--- src/rtl/hazard_pkg.sv ---
`default_nettype none
// ============================================================================
// Module   : hazard_pkg
// Purpose  : Shared types and constants for the pipeline hazard controller.
// Revision : 1.0 - initial release
// ============================================================================
package hazard_pkg;

  // HI/LO tracker state encoding
  typedef enum logic [0:0] {
    MDU_IDLE = 1'b0,
    MDU_BUSY = 1'b1
  } mdu_state_e;

  // Default number of cycles HI/LO stay busy after a MULT/DIV issues
  localparam int unsigned MDU_LATENCY_DEFAULT = 32;

  // Width of the MDU occupancy down-counter (latency range 2..255)
  localparam int unsigned MDU_CNT_W = 8;

endpackage : hazard_pkg
`default_nettype wire

--- src/rtl/hazard_ctrl_mdu_tracker.sv ---
`default_nettype none
// ============================================================================
// Module   : mdu_tracker
// Purpose  : Tracks HI/LO occupancy after a MULT/DIV issue. Goes BUSY on the
//            issuing edge and stays busy for exactly MDU_LATENCY cycles.
// Revision : 1.0 - initial release
// ============================================================================
module mdu_tracker
  import hazard_pkg::*;
#(
  parameter int unsigned MDU_LATENCY = MDU_LATENCY_DEFAULT
) (
  input  logic clk,
  input  logic reset,
  input  logic issue_i,
  output logic busy_o
);

  localparam logic [MDU_CNT_W-1:0] c_LATENCY = MDU_CNT_W'(MDU_LATENCY);

  mdu_state_e             state_q, state_d;
  logic [MDU_CNT_W-1:0]   cnt_q, cnt_d;

  // State and occupancy counter registers; reset aborts any op in flight
  always_ff @(posedge clk or posedge reset) begin
    if (reset) begin
      state_q <= MDU_IDLE;
      cnt_q   <= '0;
    end else begin
      state_q <= state_d;
      cnt_q   <= cnt_d;
    end
  end

  // Next state: load on issue, count down while busy, release after count 1
  always_comb begin
    state_d = state_q;
    cnt_d   = cnt_q;
    if (issue_i) begin
      state_d = MDU_BUSY;
      cnt_d   = c_LATENCY;
    end else begin
      case (state_q)
        MDU_BUSY: begin
          if (cnt_q <= MDU_CNT_W'(1)) begin
            state_d = MDU_IDLE;
            cnt_d   = '0;
          end else begin
            cnt_d   = cnt_q - MDU_CNT_W'(1);
          end
        end
        default: begin
          state_d = MDU_IDLE;
          cnt_d   = '0;
        end
      endcase
    end
  end

  assign busy_o = (state_q == MDU_BUSY);

endmodule : mdu_tracker
`default_nettype wire

--- src/rtl/hazard_ctrl.sv ---
`default_nettype none
// ============================================================================
// Module   : hazard_ctrl
// Purpose  : Hazard and flush control for the 5-stage MIPS32 pipeline.
//            Resolves load-use stalls, taken branches, jumps and HI/LO
//            occupancy, and keeps a saturating stall-cycle counter.
// Revision : 1.0 - initial release
// ============================================================================
module hazard_ctrl
  import hazard_pkg::*;
#(
  parameter int unsigned MDU_LATENCY = MDU_LATENCY_DEFAULT,
  parameter int unsigned CNT_W       = 32
) (
  input  logic             clk,
  input  logic             reset,
  input  logic [4:0]       ID_Rs,
  input  logic [4:0]       ID_Rt,
  input  logic             ID_UseRs,
  input  logic             ID_UseRt,
  input  logic             ID_Jump,
  input  logic             ID_MDUStart,
  input  logic             ID_ReadHiLo,
  input  logic             EX_MemRead,
  input  logic [4:0]       EX_Rt,
  input  logic             EX_BranchTaken,
  output logic             PC_Write,
  output logic             IF_ID_Write,
  output logic             IF_ID_Flush,
  output logic             ID_EX_Flush,
  output logic             MDU_Busy,
  output logic [CNT_W-1:0] StallCount
);

  logic             w_load_use;
  logic             w_mdu_haz;
  logic             w_stall;
  logic             w_issue;
  logic [CNT_W-1:0] stall_cnt_q, stall_cnt_d;

  // Hazard detection; a taken branch squashes ID so it overrides any stall
  always_comb begin
    w_load_use = EX_MemRead && (EX_Rt != 5'd0) &&
                 ((ID_UseRs && (EX_Rt == ID_Rs)) ||
                  (ID_UseRt && (EX_Rt == ID_Rt)));
    w_mdu_haz  = MDU_Busy && (ID_MDUStart || ID_ReadHiLo);
    w_stall    = (w_load_use || w_mdu_haz) && !EX_BranchTaken;
    w_issue    = ID_MDUStart && !w_stall && !EX_BranchTaken;
  end

  // Pipeline control outputs in priority order: branch, stall, jump, normal
  always_comb begin
    PC_Write    = 1'b1;
    IF_ID_Write = 1'b1;
    IF_ID_Flush = 1'b0;
    ID_EX_Flush = 1'b0;
    if (EX_BranchTaken) begin
      IF_ID_Flush = 1'b1;
      ID_EX_Flush = 1'b1;
    end else if (w_stall) begin
      PC_Write    = 1'b0;
      IF_ID_Write = 1'b0;
      ID_EX_Flush = 1'b1;
    end else if (ID_Jump) begin
      IF_ID_Flush = 1'b1;
    end
  end

  // HI/LO occupancy tracker
  mdu_tracker #(
    .MDU_LATENCY (MDU_LATENCY)
  ) u_mdu_tracker (
    .clk     (clk),
    .reset   (reset),
    .issue_i (w_issue),
    .busy_o  (MDU_Busy)
  );

  // Stall counter next value: count frozen-PC cycles, hold at all-ones
  always_comb begin
    stall_cnt_d = stall_cnt_q;
    if (!PC_Write && (stall_cnt_q != {CNT_W{1'b1}})) begin
      stall_cnt_d = stall_cnt_q + CNT_W'(1);
    end
  end

  // Stall counter register
  always_ff @(posedge clk or posedge reset) begin
    if (reset) begin
      stall_cnt_q <= '0;
    end else begin
      stall_cnt_q <= stall_cnt_d;
    end
  end

  assign StallCount = stall_cnt_q;

endmodule : hazard_ctrl
`default_nettype wire

--- config.mk ---
export PLATFORM = sky130hd
export DESIGN_NAME = hazard_ctrl
export DESIGN_NICKNAME = d
export VERILOG_FILES = /design/src/rtl/hazard_pkg.sv /design/src/rtl/hazard_ctrl_mdu_tracker.sv /design/src/rtl/hazard_ctrl.sv
export SDC_FILE = /design/constraint.sdc
export NUM_CORES = 1
export LEC_CHECK = 0
export ABC_AREA = 1
export CAP_MARGIN = 20
export CORE_ASPECT_RATIO = 1.25
export CORE_UTILIZATION = 30
export CTS_CLUSTER_DIAMETER = 80
export DETAILED_ROUTE_END_ITERATION = 12
export PLACE_DENSITY = 0.53
export RECOVER_POWER = 100
export SLEW_MARGIN = 20
export SYNTH_ARGS = -nofsm -noshare
export SYNTH_HDL_FRONTEND = slang
export SYNTH_SLANG_ARGS = --single-unit
--- constraint.sdc ---
create_clock -name clk -period 1.8 [get_ports clk]
set_clock_uncertainty 0.05 [all_clocks]
set_input_delay 0.27 -clock clk [delete_from_list [all_inputs] [get_ports clk]]
set_output_delay 0.27 -clock clk [all_outputs]
set_load 0.03 [all_outputs]
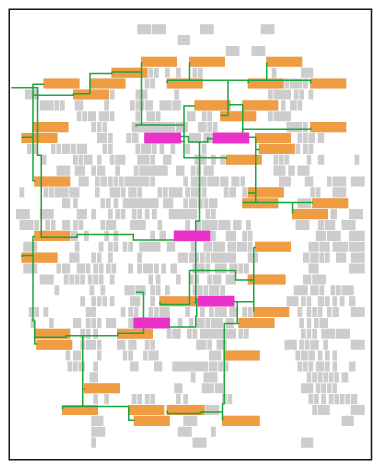
**Above:** run 1 (clock wires, drivers and flops).
(4 px per um)
- flip-flops: orange (count 41)
- clock wires: green (length 641 um)
- clock-net drivers: magenta (count 5)
- routed clock nets: 6
- flops lie: widely spread

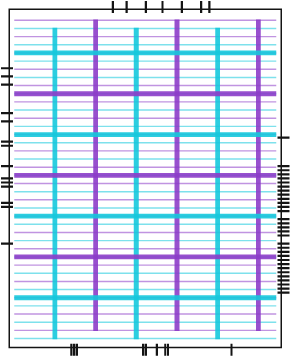
**Above:** run 1 (PDN straps and rails).
(3 px per um) Pins as bars on the die edge.
- VDD: purple
- VSS: cyan
- rows: 39
- met1 rails: 40
- signal pins: 61

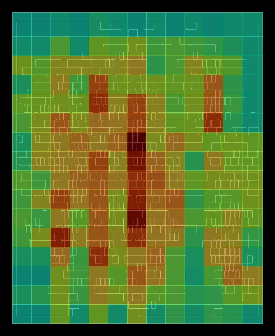
**Above:** run 1 (congestion heat map).
wire per inst: 13.6 um
total global-route track usage: 18.0%
Core Util, Final: 44.2%
GR Layer Usage met1: 21.9%
GR Layer Usage met2: 33.0%

run 1: kinds of logic (layout without fill, tap and decap cells):
family	Yosys count	in the layout
AND-OR/OR-AND	5	5
XOR/XNOR	19	19
adder cells (fa/ha/maj)	3	3
buffers and inverters	54	144
flip-flops	41	41
AND/OR/NAND/NOR	328	329
run 1: flip-flops by register name, indices dropped and copies added, names as in the netlist:
signal and count:
u_mdu_tracker.cnt_q 8, u_mdu_tracker.busy_o 1, StallCount 32
run 1: per-layer routing:
metal | global-route usage (%) | up-vias | part of all wire [%]
met1 | 21.9 | 1463 | 44
li1 | - | 1604 | -
met2 | 33.0 | 75 | 50
met4 | 4.95 | 0 | 1.4
met3 | 2.57 | 9 | 3.8
met5 | 0 | - | 0
run 1: area by class of cell:
type	count	share of cell area, %
inverter	40	3.66
clock inverter	3	1.13
tap	123	3.75
timing repair buffer	96	21.0
clock buffer	5	3.05
sequential	41	25.1
multi-input combinational	356	42.2
run 1: cells in the final DEF (no fill, tap or decap), types with 2 or more instances in the layout:
master           count
buf_4               26
buf_6                6
clkbuf_1             6
clkbuf_16            7
clkbuf_2             7
clkdlybuf4s15_1      5
clkdlybuf4s50_1     30
dfrtp_1             37
dfrtp_2              4
dlygate4sd2_1        9
dlygate4sd3_1        2
ha_1                 2
inv_1               36
inv_2                4
nand2_1            190
nand2_2              7
nand3_1              9
nand3_2              2
nand3_4              2
nand3b_1            12
nand4_1             35
nor2_1              59
nor2_2               7
nor3_1               3
o21ai_0              3
xnor2_1              6
xor2_1              13
run 1: timing repair:
item | in CTS | in global routing
gates cloned | 0 | 4
pin swaps | 11 | 13
gates resized | 29 | 49
endpoints found under the setup margin | 19 | 43
buffers inserted | 2 | 2
run 1: report_power, final:
part / switching [mW] / leakage, nW / internal [mW] / total (mW)
clock network: 0.394 / 0.0800 / 0.657 / 1.05
logic: 0.520 / 1.40 / 0.406 / 0.926
registers: 0.135 / 0.538 / 1.05 / 1.19
total: 1.05 / 2.02 / 2.11 / 3.16
run 1: worst max path at each step:
stage | start | end | slack [ns] | depth (start not counted)
finish | StallCount[21] | StallCount[21] | 0.01 | 1
global route | StallCount[21] | StallCount[27] | -0.04 | 9
CTS | StallCount[0] | StallCount[21] | 0.006 | 10
detailed placement | EX_Rt[4] | PC_Write | -0.32 | 12
global placement | EX_Rt[3] | PC_Write | -0.30 | 12
floorplan | StallCount[0] | StallCount[8] | 0.003 | 11
==> results.yml, run 1 <==
# yosys + openroad results
final_timing:
  max_freq_mhz: 560
  timing.final.ws_setup_ns: 0.0128
  setup_tns_ns: 0
  rsz0062_at_grt: "yes"
  hold_violations: 0
  drv_slew: 0
  finalCritPeriodShare_pct: 99.3
  tightest_slew_ns: 1.06
  final-setup-viol-count: 0
  relSlewSlack_pct: 29.1
  holdWs_ns: 0.412
logic_synthesis:
  ys_seq_share_pct: 35.2
  synthTopCellsByArea: "dfrtp_1 35%, nand2_1 25%, nor2_1 8.5%"
  synthSimpleGateAreaFrac_pct: 49.0
  muxShareOfSynthArea_pct: 0
  top_area_share_pct: 35.2
  yosys-stat-area_um2: 2920
  syn_inst: 450
  ff_type: "dfrtp_1"
  synth_flop_count: 41
  ys_types: 25
  floorplan.nets: 477
  synth_area_um2: 2920
  yosysWarnings: 0
  adder_share_pct: 1.29
  synthTopCellsByCount: "194 x nand2_1, 66 x nor2_1, 41 x dfrtp_1"
  synth-compound-area-share_pct: 1.07
power_and_ir_drop:
  power.total_mw: 3.16
  ir_worst_vdd_mv: 0.560
  power_density_nw_per_um2: 771
placement:
  dpl.hpwl_um: 6600
  dp_cells: 648
  preCtsSetupSlack_ns: -0.317
  gp_congestion: 0.892
final_layout:
  nets: 567
  regArea_um2: 1030
  synthToLayoutAreaGrowth_pct: 40.6
drt:
  drt_iter0_markers: 140
  vias: 3151
  drc: 0
  ant_nets: 0
  firstDrtPassIters: 4
worst_setup_path:
  critical_path_class: "reg -> out"
  path_cells: "clkdlybuf4s50_1"
  critical-path-max-stage-delay_ns: 0.72
  reg2regPathDepth: 9
  worstSetupStartpointType: "flip-flop"
  arrival_ns: 1.47
  r2r_slack_ns: 0.08
  crit_family: "buffers and inverters"
  r2r-start: "StallCount[9]"
  slowest_stage: "clkdlybuf4s50_1"
global_routing:
  antenna_found_initial: 0
  grt_pass1_wl_um: 14800
  grt_pass1_vias: 3131
  overflow: 0
floorplanning:
  num_rows: 39
  fp_util_pct: 31.5
  die_h_um: 112
  pin_count: 61
cts:
  hold_buffers: 0
  cts.sinks: 41
  clock_latency_ns: 0.29
  cts_made_buffers: 5
  cts_tree: "done"
run:
  warning_count: 28
outcome:
  status: "finished clean"
min_path:
  hold_end: "u_mdu_tracker.cnt_q[0]"
==> run 2, diff against run 1 <==
- CAP_MARGIN: 20 -> default
- SLEW_MARGIN: 20 -> default
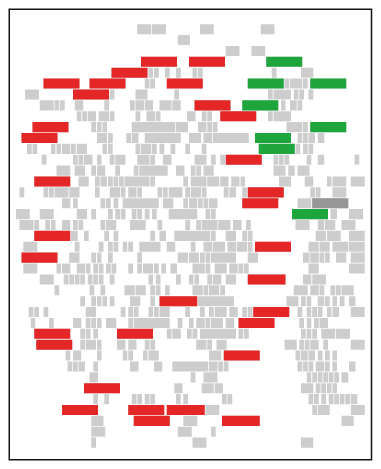
**Above:** run 2 (sequential cells colored by netlist name).
(4 px per um) Other sequential cells in the stronger gray, the rest of the logic in the fainter gray.
- u_mdu_tracker.cnt_q: green (sequential cells 8; where upper right)
- StallCount: red (sequential cells 32)
- not colored: 1

==> results.yml, run 2 <==
# yosys + openroad results
drt:
  drc: 0
  firstDrtPassIters: 4
  vias: 3151
  met2_wirelength_um: 4540
  met3_length_um: 340
  ant_nets: 0
run:
  warning_count: 28
floorplanning:
  pin_count: 61
  die_h_um: 112
  num_rows: 39
  fp_util_pct: 31.5
worst_setup_path:
  critical_path_class: "reg -> out"
  critical-path-max-stage-delay_ns: 0.72
  cp-endpoint: "StallCount[21]"
  crit_family: "buffers and inverters"
  reg2regPathDepth: 9
  worstSetupStartpointType: "flip-flop"
  r2r-start: "StallCount[9]"
power_and_ir_drop:
  p_comb_share_pct: 29.3
  pwr-share-seq_pct: 37.5
  p_int_mw: 2.11
  power_density_nw_per_um2: 771
  ir_worst_vdd_mv: 0.560
logic_synthesis:
  top_area_share_pct: 35.2
  syn_inst: 450
  synthTopCellsByArea: "dfrtp_1 35%, nand2_1 25%, nor2_1 8.5%"
  synth_flop_count: 41
  yosys-stat-area_um2: 2920
  floorplan.nets: 477
  synthTopCellsByCount: "194 x nand2_1, 66 x nor2_1, 41 x dfrtp_1"
placement:
  gp_congestion: 0.892
  dp_cells: 648
global_routing:
  grt_pass1_vias: 3131
  grt_pass1_wl_um: 14800
  antenna_found_initial: 0
  overflow: 0
final_layout:
  nets: 567
  mostFrequentLayoutCell: "nand2_1"
  largest_register_ffs: 32
  synthToLayoutAreaGrowth_pct: 40.6
cts:
  cts.sinks: 41
  clock_latency_ns: 0.29
  cts_made_buffers: 5
final_timing:
  relSlewSlack_pct: 29.1
  tightest_slew_ns: 1.06
outcome:
  status: "finished clean"
## run 2: cell counts after synthesis
No cell type changed its count.
## run 2: area by class of cell
class	count	area, um2	share of cell area (%)
clock inverter	3	46.3	1.13
inverter	40	150	3.66
tap	123	154	3.75
multi-input combinational	356	1730	42.2
clock buffer	5	125	3.05
sequential	41	1030	25.1
timing repair buffer	96	862	21.0
## run 2: power groups by stage
| stage | registers (mW) | logic, mW | clock network (mW) |
|---|---|---|---|
| finish | 1.19 | 0.926 | 1.05 |
| global route | 1.20 | 1.03 | 1.11 |
| CTS | 1.18 | 0.913 | 1.08 |
| detailed placement | 1.19 | 0.905 | 0 |
| global placement | 1.19 | 0.885 | 0 |
| floorplan | 1.28 | 0.458 | 0 |
## run 2: how the worst min path moves through the flow
| stage | start | to |
|---|---|---|
| after floorplan | u_mdu_tracker.cnt_q[0] | u_mdu_tracker.cnt_q[0] |
| after global placement | u_mdu_tracker.cnt_q[0] | u_mdu_tracker.cnt_q[0] |
| after detailed placement | u_mdu_tracker.cnt_q[0] | u_mdu_tracker.cnt_q[0] |
| after CTS | reset | u_mdu_tracker.cnt_q[4] |
| after global routing | u_mdu_tracker.cnt_q[0] | u_mdu_tracker.cnt_q[0] |
| final | u_mdu_tracker.cnt_q[0] | u_mdu_tracker.cnt_q[0] |
## run 2: layer usage
metal	vias up	GRT usage (%)
met3	9	2.57
li1	1604	-
met5	-	0
met1	1463	21.9
met4	0	4.95
met2	75	33.0
## run 2: cells by family (layout without fill, tap and decap cells)
group / count (synthesis) / in the layout / share of synthesized area [%]
buf+inv: 54 / 144 / 7.77
simple gates: 328 / 329 / 49.0
compound gates: 5 / 5 / 1.07
flops: 41 / 41 / 35.2
fa+ha+maj: 3 / 3 / 1.29
xor+xnor: 19 / 19 / 5.71
## run 2: repair_timing
item | CTS | global route
pin swaps | 11 | 13
gates cloned | 0 | 4
resized | 29 | 49
endpoints found under the setup margin | 19 | 43
buffers inserted | 2 | 2
Power figures rest on the tool's default switching activity, not on a simulated workload.
